### Where the registers sit, run 1

Scale: 4 px per µm.
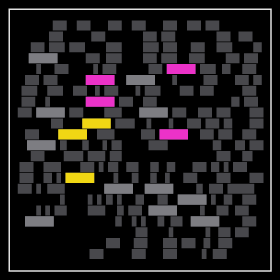
### Port wiring, run 1

Scale: 8 px per µm.
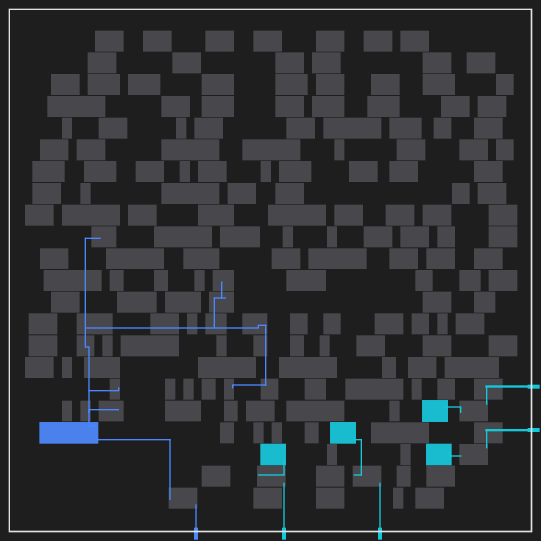
### Wiring by layer, run 1

Scale: 6 px per µm.
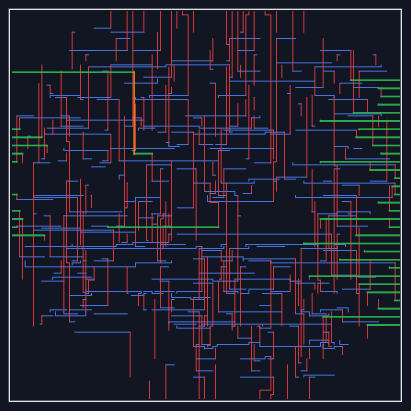
<file path="src/rtl/mcs4_rom_arb.sv">
// MCS-4 ROM emulation: CPU nibble-bus fetch plus host program-load arbitration on one BRAM port.
// Define MCS4_ROM_TRACE_EN to add the fetch_addr/fetch_count trace outputs.
module mcs4_rom_arb (
  input  logic        clk,
  input  logic        rst,
  input  logic        sync,
  input  logic        cm_rom,
  input  logic [3:0]  dbus_in,
  output logic [3:0]  dbus_out,
  output logic        dbus_oe,
  output logic        mem_en,
  output logic        mem_we,
  output logic [11:0] mem_addr,
  output logic [7:0]  mem_wdata,
  input  logic [7:0]  mem_rdata,
  input  logic        host_valid,
  input  logic [11:0] host_addr,
  input  logic [7:0]  host_data,
  output logic        host_ready,
  output logic [2:0]  phase,
  output logic        locked,
`ifdef MCS4_ROM_TRACE_EN
  output logic [11:0] fetch_addr,
  output logic [15:0] fetch_count,
`endif
  output logic        sync_err
);

  localparam logic [2:0] PH_A1 = 3'd0;
  localparam logic [2:0] PH_A2 = 3'd1;
  localparam logic [2:0] PH_A3 = 3'd2;
  localparam logic [2:0] PH_M1 = 3'd3;
  localparam logic [2:0] PH_M2 = 3'd4;
  localparam logic [2:0] PH_X3 = 3'd7;

  logic        locked_q, locked_d;
  logic [2:0]  phase_q, phase_d;
  logic        sync_err_q, sync_err_d;
  logic [3:0]  addr_lo_q, addr_lo_d;
  logic [3:0]  addr_md_q, addr_md_d;
  logic [7:0]  opc_q, opc_d;
  logic        hit_q, hit_d;
  logic        cpu_rd;
  logic        host_wr;
  logic [11:0] cpu_addr;
`ifdef MCS4_ROM_TRACE_EN
  logic [11:0] faddr_q, faddr_d;
  logic [15:0] fcnt_q, fcnt_d;
`endif

  assign cpu_addr = {dbus_in, addr_md_q, addr_lo_q};
  assign cpu_rd   = !rst && locked_q
                    && (phase_q == PH_A3) && cm_rom;

  // A3 and M1 belong to the CPU: read issue and read return
  assign host_ready = !rst && (!locked_q
                      || ((phase_q != PH_A3)
                      && (phase_q != PH_M1)));
  assign host_wr = host_valid && host_ready;

  always_comb begin
    mem_en    = cpu_rd || host_wr;
    mem_we    = host_wr;
    mem_addr  = host_wr ? host_addr : cpu_addr;
    mem_wdata = host_wr ? host_data : 8'h00;
  end

  always_comb begin
    dbus_oe  = 1'b0;
    dbus_out = 4'h0;
    if (locked_q && hit_q) begin
      if (phase_q == PH_M1) begin
        dbus_oe  = 1'b1;
        dbus_out = mem_rdata[7:4];
      end else if (phase_q == PH_M2) begin
        dbus_oe  = 1'b1;
        dbus_out = opc_q[3:0];
      end
    end
  end

  always_comb begin
    locked_d   = locked_q;
    phase_d    = phase_q;
    sync_err_d = sync_err_q;
    addr_lo_d  = addr_lo_q;
    addr_md_d  = addr_md_q;
    opc_d      = opc_q;
    hit_d      = hit_q;
    if (sync) begin
      locked_d = 1'b1;
      phase_d  = PH_A1;
      if (locked_q && (phase_q != PH_X3))
        sync_err_d = 1'b1;
    end else if (locked_q) begin
      phase_d = phase_q + 3'd1;
    end
    if (locked_q) begin
      if (phase_q == PH_A1) addr_lo_d = dbus_in;
      if (phase_q == PH_A2) addr_md_d = dbus_in;
      if (phase_q == PH_A3) hit_d = cpu_rd;
      // latch here so an M2 host write cannot disturb the M2 nibble
      if (phase_q == PH_M1 && hit_q)
        opc_d = mem_rdata;
    end
  end

`ifdef MCS4_ROM_TRACE_EN
  always_comb begin
    faddr_d = faddr_q;
    fcnt_d  = fcnt_q;
    if (cpu_rd) begin
      faddr_d = cpu_addr;
      fcnt_d  = fcnt_q + 16'd1;
    end
  end

  always_ff @(posedge clk) begin
    if (rst) begin
      faddr_q <= 12'h000;
      fcnt_q  <= 16'h0000;
    end else begin
      faddr_q <= faddr_d;
      fcnt_q  <= fcnt_d;
    end
  end

  assign fetch_addr  = faddr_q;
  assign fetch_count = fcnt_q;
`endif

  always_ff @(posedge clk) begin
    if (rst) begin
      locked_q   <= 1'b0;
      phase_q    <= PH_A1;
      sync_err_q <= 1'b0;
      addr_lo_q  <= 4'h0;
      addr_md_q  <= 4'h0;
      opc_q      <= 8'h00;
      hit_q      <= 1'b0;
    end else begin
      locked_q   <= locked_d;
      phase_q    <= phase_d;
      sync_err_q <= sync_err_d;
      addr_lo_q  <= addr_lo_d;
      addr_md_q  <= addr_md_d;
      opc_q      <= opc_d;
      hit_q      <= hit_d;
    end
  end

  assign phase    = phase_q;
  assign locked   = locked_q;
  assign sync_err = sync_err_q;

endmodule

</file>
<file path="config.mk">
export PLATFORM = sky130hd
export DESIGN_NAME = mcs4_rom_arb
export DESIGN_NICKNAME = d
export VERILOG_FILES = /design/src/rtl/mcs4_rom_arb.sv
export SDC_FILE = /design/constraint.sdc
export NUM_CORES = 1
export LEC_CHECK = 0
export CELL_PAD_IN_SITES_DETAIL_PLACEMENT = 1
export CELL_PAD_IN_SITES_GLOBAL_PLACEMENT = 1
export CORE_UTILIZATION = 26
export DETAILED_ROUTE_END_ITERATION = 10
export PLACE_DENSITY_LB_ADDON = 0.1
export SLEW_MARGIN = 40
export SYNTH_ARGS = -nofsm -noshare
export SYNTH_HDL_FRONTEND = slang
export SYNTH_SLANG_ARGS = --single-unit
export TNS_END_PERCENT = 30
</file>
<file path="constraint.sdc">
create_clock -name clk -period 3.9 [get_ports clk]
set_input_delay 0.585 -clock clk [delete_from_list [all_inputs] [get_ports clk]]
set_output_delay 0.585 -clock clk [all_outputs]
set_load 0.01 [all_outputs]
</file>
==> out/summary.rpt, run 1 <==
FLOORPLANNING
---------------------------------------------------------------------------------
Floorplan Utilization ..............................................        0.276
Chip footprint .....................................................  0.00424 mm²
DIE WIDTH ..........................................................      65.1 µm

CTS
---------------------------------------------------------------------------------
Register clock-pin slew on the reported worst setup and hold paths .        60 ps
Maximum level of the CTS H-tree ....................................            1
Clock Path Buffers .................................................            2
Hold_buf cts .......................................................            0
Postcts setup bufs .................................................            0
Number of clock buffers inserted by TritonCTS ......................            3
CTS Root Cell ...................................................... sky130_fd_sc_hd__clkbuf_8

GLOBAL ROUTE
---------------------------------------------------------------------------------
Number of antenna violations at the first check in global routing ..            0
Pin count of the biggest net entering global routing ...............           23
First-pass GRT wire length .........................................      4820 µm

WORST SETUP PATH
---------------------------------------------------------------------------------
Source of the worst register-to-register timing path ...............     phase[0]
CP Capture Point ...................................................  mem_addr[9]
Critical path type .................................................    in -> out
Startpoint types ................................................... primary input
Endpoint of the most critical register-to-register path ............     opc_q[3]
Arrival time of data at the critical path endpoint .................      2370 ps

YOSYS
---------------------------------------------------------------------------------
Total number of yosys warnings .....................................            0
Mean post-synth cell area ..........................................     9.16 µm²
Number of flip-flops and latches in the synthesized netlist ........           18
Cell Type Count ....................................................           25
Gate Count Post-Synth ..............................................          113

FINAL LAYOUT
---------------------------------------------------------------------------------
Layout Cell Area excl Fill .........................................  0.00181 mm²
Combinational gate area ............................................      627 µm²
End-of-flow core utilization .......................................        0.483
Number of standard cells in the layout, taps in and fillers out ....          229
Inserted Diodes ....................................................            0

POWER
---------------------------------------------------------------------------------
Peak supply drop ...................................................       143 µV
Cell internal power dissipation ....................................       337 µW
Switching power ....................................................       103 µW

PLACED DESIGN
---------------------------------------------------------------------------------
Worst setup timing slack at the placement stage ....................       912 ps
Number of instances in the placed design ...........................          226

FLOW RUN
---------------------------------------------------------------------------------
Tool Warnings ......................................................           30

RUN STATUS
---------------------------------------------------------------------------------
Result of the run .................................................. finished, final reports clean

HOLD PATH
---------------------------------------------------------------------------------
Worst min-delay path category ......................................   reg -> reg

TIMING
---------------------------------------------------------------------------------
Actual transition at the worst max-transition pin ..................       493 ps

## Picture notes: 'Where the registers sit'
| signal | color | placed flops |
|---|---|---|
| addr_lo_q | magenta | 4 |
| phase | yellow | 3 |
not colored: 11
Seq area share: 0.199
power of the sequential group: 196 µW

## Picture notes: 'Port wiring'
| port | color | direction | edge | end cells | buffers | wire |
|---|---|---|---|---|---|---|
| locked | blue | output | south | 1 | 1 | 96.3 µm |
| dbus_out | cyan | output | 2 east, 2 south | 4 | 4 | 42.0 µm |
I/O pin cnt: 70
count of input and output buffers: 69

## Picture notes: 'Wiring by layer'
| layer | color | wire length |
|---|---|---|
| M3 | green | 254 µm |
| M1 | blue | 1260 µm |
| M2 | red | 1490 µm |
| M4 | orange | 13.6 µm |
overall via count from detail_route: 1060
total wirelength of the detailed-routed design: 3010 µm
average routed wire per standard cell: 13.2 µm
combined global-route utilization of all metal layers: 0.147

run 1: worst max-delay path, cell delays in order:
cell and delay [ps]:
sky130_fd_sc_hd__clkdlybuf4s50_1 460, sky130_fd_sc_hd__nor3b_4 200, sky130_fd_sc_hd__buf_4 270, sky130_fd_sc_hd__mux2_2 360, sky130_fd_sc_hd__clkdlybuf4s50_1 480
run 1: cell usage in the layout, fill, tap and decap left out, drive strengths merged:
cell type	count
nand2	11
ha	6
mux2	12
and3b	2
and2	8
clkbuf	3
nor3b	1
nand3	1
and3	1
buf	2
o21ai	1
inv	4
a2111oi	1
dfxtp	18
nand2b	2
nor3	3
a31oi	1
xnor2	1
a21oi	5
a22o	4
nor2	13
nand3b	3
mux2i	9
clkdlybuf4s50	69
run 1: cell type report:
class | count | share of cell area
timing repair buffer | 71 | 0.390
tap | 48 | 0.0332
multi-input combinational | 85 | 0.346
clock buffer | 3 | 0.0228
sequential | 18 | 0.199
inverter | 4 | 0.00830
run 1: per-stage QoR:
stage	hold WS, ps	total power [µW]
5_1_grt	496	463
4_1_cts	467	449
6_report	464	440
3_5_place_dp	458	319
2_1_floorplan	437	243
3_3_place_gp	444	316
run 1: metal layers:
layer,vias up,global-route usage,wire length [µm]
met1,491,0.161,1260
met4,0,0.0245,13
met3,2,0.0493,254
li1,523,-,-
met2,44,0.273,1490
met5,-,0,0
run 1: synth_stat cells, drive strengths merged:
cell     number  area share
dfxtp        18        0.35
nor2         13       0.047
mux2         12        0.13
nand2        11       0.040
mux2i         9       0.087
and2          8       0.048
ha            6       0.073
a21oi         5       0.024
a22o          4       0.034
buf           4       0.024
inv           4       0.015
nand3b        3       0.022
nor3          3       0.015
and3b         2       0.017
clkbuf        2      0.0073
nand2b        2       0.012
a2111oi       1      0.0085
a31oi         1      0.0060
and3          1      0.0060
nand3         1      0.0048
nor3b         1       0.018
o21ai         1      0.0048
xnor2         1      0.0085
run 1: worst min path at each step:
| stage | from | endpoint | cells past startpoint |
|---|---|---|---|
| after floorplan | opc_q[0] | opc_q[0] | 2 |
| final | opc_q[2] | opc_q[2] | 2 |
| after detailed placement | opc_q[2] | opc_q[2] | 2 |
| after global routing | opc_q[3] | opc_q[3] | 2 |
| after global placement | opc_q[3] | opc_q[3] | 2 |
| after CTS | opc_q[2] | opc_q[2] | 2 |
run 1: logic make-up (layout without fill, tap and decap cells):
logic type | count (synthesis) | in the layout | synth area share
xor+xnor | 1 | 1 | 0.00847
mux | 21 | 21 | 0.218
fa+ha+maj | 6 | 6 | 0.0725
simple gates | 45 | 45 | 0.230
buf+inv | 10 | 78 | 0.0459
compound gates | 12 | 12 | 0.0774
flops | 18 | 18 | 0.348
run 1: power groups by stage:
stage | logic [µW] | registers [µW] | clock network [µW]
4_1_cts | 119 | 196 | 133
2_1_floorplan | 44.7 | 198 | 0
6_report | 117 | 196 | 127
5_1_grt | 126 | 197 | 140
3_3_place_gp | 116 | 200 | 0
3_5_place_dp | 119 | 200 | 0
run 1: flip-flops by register name, summed over array words and instances (netlist names):
name and flops:
locked 1, hit_q 1, sync_err 1, addr_lo_q 4
opc_q 4, addr_md_q 4, phase 3
### Logic cells by family, run 1

Scale: 6 px per µm.
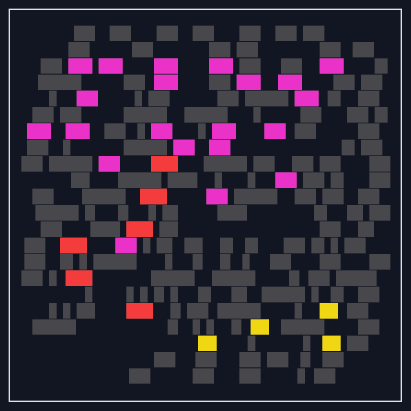

==> inputs of run 2 (changes only) <==
--- a/config.mk
+++ b/config.mk
@@ -7,7 +7,7 @@
 export LEC_CHECK = 0
 export CELL_PAD_IN_SITES_DETAIL_PLACEMENT = 1
 export CELL_PAD_IN_SITES_GLOBAL_PLACEMENT = 1
-export CORE_UTILIZATION = 26
+export CORE_UTILIZATION = 24
 export DETAILED_ROUTE_END_ITERATION = 10
 export PLACE_DENSITY_LB_ADDON = 0.1
 export SLEW_MARGIN = 40
==> constraint.sdc (replaced) <==
create_clock -name clk -period 3 [get_ports clk]
set_input_delay 0.45 -clock clk [delete_from_list [all_inputs] [get_ports clk]]
set_output_delay 0.45 -clock clk [all_outputs]
set_load 0.01 [all_outputs]
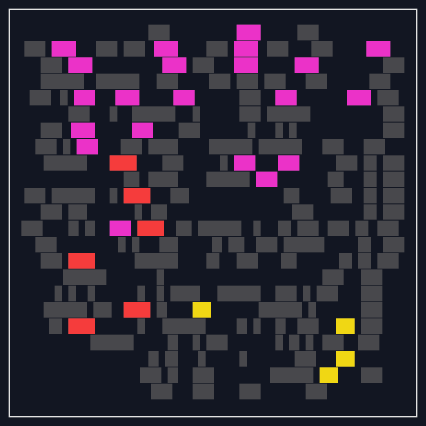
*Logic cells by family, run 2*
Scale: 6 px per µm.
| family | color | cells |
|---|---|---|
| fa/ha/maj cells | red | 6 |
| non-inverting ao/oa cells | yellow | 4 |
| mux cells | magenta | 21 |
number of standard cells in the layout, taps in and fillers out: 233
Top cell excl fill/tap: sky130_fd_sc_hd__clkdlybuf4s50_1

==> run 2 against run 1 <==
Cell area up 0.97%. Global-route usage shrank 0.92 points. Clock skew is essentially flat. Sequential power is 29% higher. Routed wire length up 6.6%. Highest routed layer unchanged.
==> out/summary.rpt, run 2 <==
POWER
--------------------------------------------------------------------------------
Power, Total ......................................................       575 µW   was 440 µW
Peak supply drop ..................................................       173 µV   was 143 µV

FLOORPLANNING
--------------------------------------------------------------------------------
Chip footprint ....................................................  0.00458 mm²   was 0.00424 mm²
I/O pin cnt .......................................................           70   unchanged
DIE WIDTH .........................................................      67.7 µm   was 65.1 µm

YOSYS
--------------------------------------------------------------------------------
List of most frequent post-synthesis cells ........................ sky130_fd_sc_hd__dfxtp_1, sky130_fd_sc_hd__nor2_1, sky130_fd_sc_hd__mux2_2   unchanged
Total number of yosys warnings ....................................            0   unchanged
Flip-flop cell with the highest count after synthesis ............. sky130_fd_sc_hd__dfxtp_1   unchanged
Mean post-synth cell area .........................................     9.16 µm²   unchanged
Cell Type Count ...................................................           25   unchanged
Post-synthesis cell type with the largest instance count .......... sky130_fd_sc_hd__dfxtp_1   unchanged
Gate Count Post-Synth .............................................          113   unchanged
Number of flops mapped to enable cells by yosys ...................            0   unchanged

WORST SETUP PATH
--------------------------------------------------------------------------------
Startpoint types ..................................................     register   was primary input
Critical path type ................................................   reg -> out   was in -> out
Buffering stage count on the worst path with inverters included ...            1   was 3
Cell with the biggest individual delay on the critical path ....... sky130_fd_sc_hd__clkdlybuf4s50_1   unchanged
Crit-path most repeated cell ...................................... sky130_fd_sc_hd__ha_1   was sky130_fd_sc_hd__clkdlybuf4s50_1
Endpoint of the most critical register-to-register path ...........     opc_q[0]   was opc_q[3]

GLOBAL ROUTE
--------------------------------------------------------------------------------
Layer with the highest usage after global routing .................         met2   unchanged
Fraction of met2 tracks used by global routing ....................        0.235   was 0.273
Number of antenna violations at the first check in global routing .            0   unchanged
Met1 global-route usage ...........................................        0.161   about the same
First-pass GRT wire length ........................................      4750 µm   was 4820 µm
Combined global-route utilization of all metal layers .............        0.137   was 0.147
Grt met3 use ......................................................       0.0355   was 0.0493

TIMING
--------------------------------------------------------------------------------
Actual transition at the worst max-transition pin .................       534 ps   was 493 ps

FINAL LAYOUT
--------------------------------------------------------------------------------
Inserted Diodes ...................................................            0   unchanged
Commonest non-fill, non-tap cells in the layout ................... sky130_fd_sc_hd__clkdlybuf4s50_1, sky130_fd_sc_hd__dfxtp_1, sky130_fd_sc_hd__nor2_1   unchanged
Biggest regs ...................................................... addr_lo_q: 4 flops, addr_md_q: 4 flops, opc_q: 4 flops   unchanged

CTS
--------------------------------------------------------------------------------
Hold_buf cts ......................................................            0   unchanged
Postcts setup bufs ................................................            0   unchanged
Maximum level of the CTS H-tree ...................................            1   unchanged
Number of clock buffers inserted by TritonCTS .....................            3   unchanged

HOLD PATH
--------------------------------------------------------------------------------
Worst min-delay path category .....................................   reg -> reg   unchanged
Hold path startpoint ..............................................     opc_q[1]   was opc_q[2]
Worst Hold Path EP ................................................     opc_q[1]   was opc_q[2]

PLACED DESIGN
--------------------------------------------------------------------------------
Count of input and output buffers .................................           69   unchanged

DETAILED ROUTING
--------------------------------------------------------------------------------
Overall via count from detail_route ...............................         1066   was 1060
Average routed wire per standard cell .............................      13.8 µm   was 13.2 µm
Total wirelength of the detailed-routed design ....................      3210 µm   was 3010 µm

RUN STATUS
--------------------------------------------------------------------------------
Result of the run ................................................. finished, final reports clean   unchanged

[run 2: cell types whose count changed in the layout (fill, tap and decap cells not counted), sizes merged]
cell	change
buf	+2
[run 2: tightest hold or removal path: cells and delay by family (launching register included)]
kind	cells	cell delay, ps
AND/OR/NAND/NOR	1	50
flip-flops	1	310
AND-OR/OR-AND	1	50
[run 2: area by class of cell]
class,count,area (µm²),share of cell area
repair buffers,73,721,0.395
multi-input cells,85,627,0.343
flip-flops and latches,18,360,0.197
well taps,50,62.6,0.0342
clock buffers,3,41.3,0.0226
inverters,4,15.0,0.00822
[run 2: cell families (layout without fill, tap and decap cells)]
group           after synthesis  in the layout  share of synthesized area
flops                        18             18                      0.348
mux                          21             21                      0.218
xor+xnor                      1              1                    0.00847
buf+inv                      10             80                     0.0459
fa+ha+maj                     6              6                     0.0725
compound gates               12             12                     0.0774
simple gates                 45             45                      0.230
[run 2: worst max-delay path by stage]
| stage | startpoint | to | slack (ps) | depth (start not counted) |
|---|---|---|---|---|
| after global routing | phase[0] | dbus_out[3] | 40 | 5 |
| after global placement | rst | mem_addr[2] | 350 | 5 |
| final | phase[0] | dbus_out[3] | 220 | 5 |
| after floorplan | phase[2] | mem_addr[10] | 1100 | 4 |
| after detailed placement | rst | mem_addr[5] | 300 | 5 |
| after CTS | phase[0] | dbus_out[3] | 170 | 5 |
[run 2: power by group]
group | internal, µW | switching, µW | leakage, µW
Sequential | 246 | 5.62 | 0.000146
Clock | 89.0 | 75.5 | 0.0000216
Combinational | 104 | 54.1 | 0.000567
Total | 440 | 135 | 0.000735
[run 2: layer usage]
layer  part of all wire  up-vias
met3              0.089        2
met4             0.0062        0
met2               0.49       41
met1               0.41      496
li1                   -      527
met5                  0        -
[run 2: through the flow]
stage          cells   util  setup WS, ps  cell area, µm²  hold WS (ps)
2_1_floorplan    113      -          1100            1030           437
3_3_place_gp     230  0.440           348            1790           445
3_5_place_dp     230  0.440           302            1790           451
4_1_cts          233  0.450           168            1830           461
5_1_grt          233  0.450          42.6            1830           493
6_report         233  0.450           216            1830           459
Power figures rest on the tool's default switching activity, not on a simulated workload.
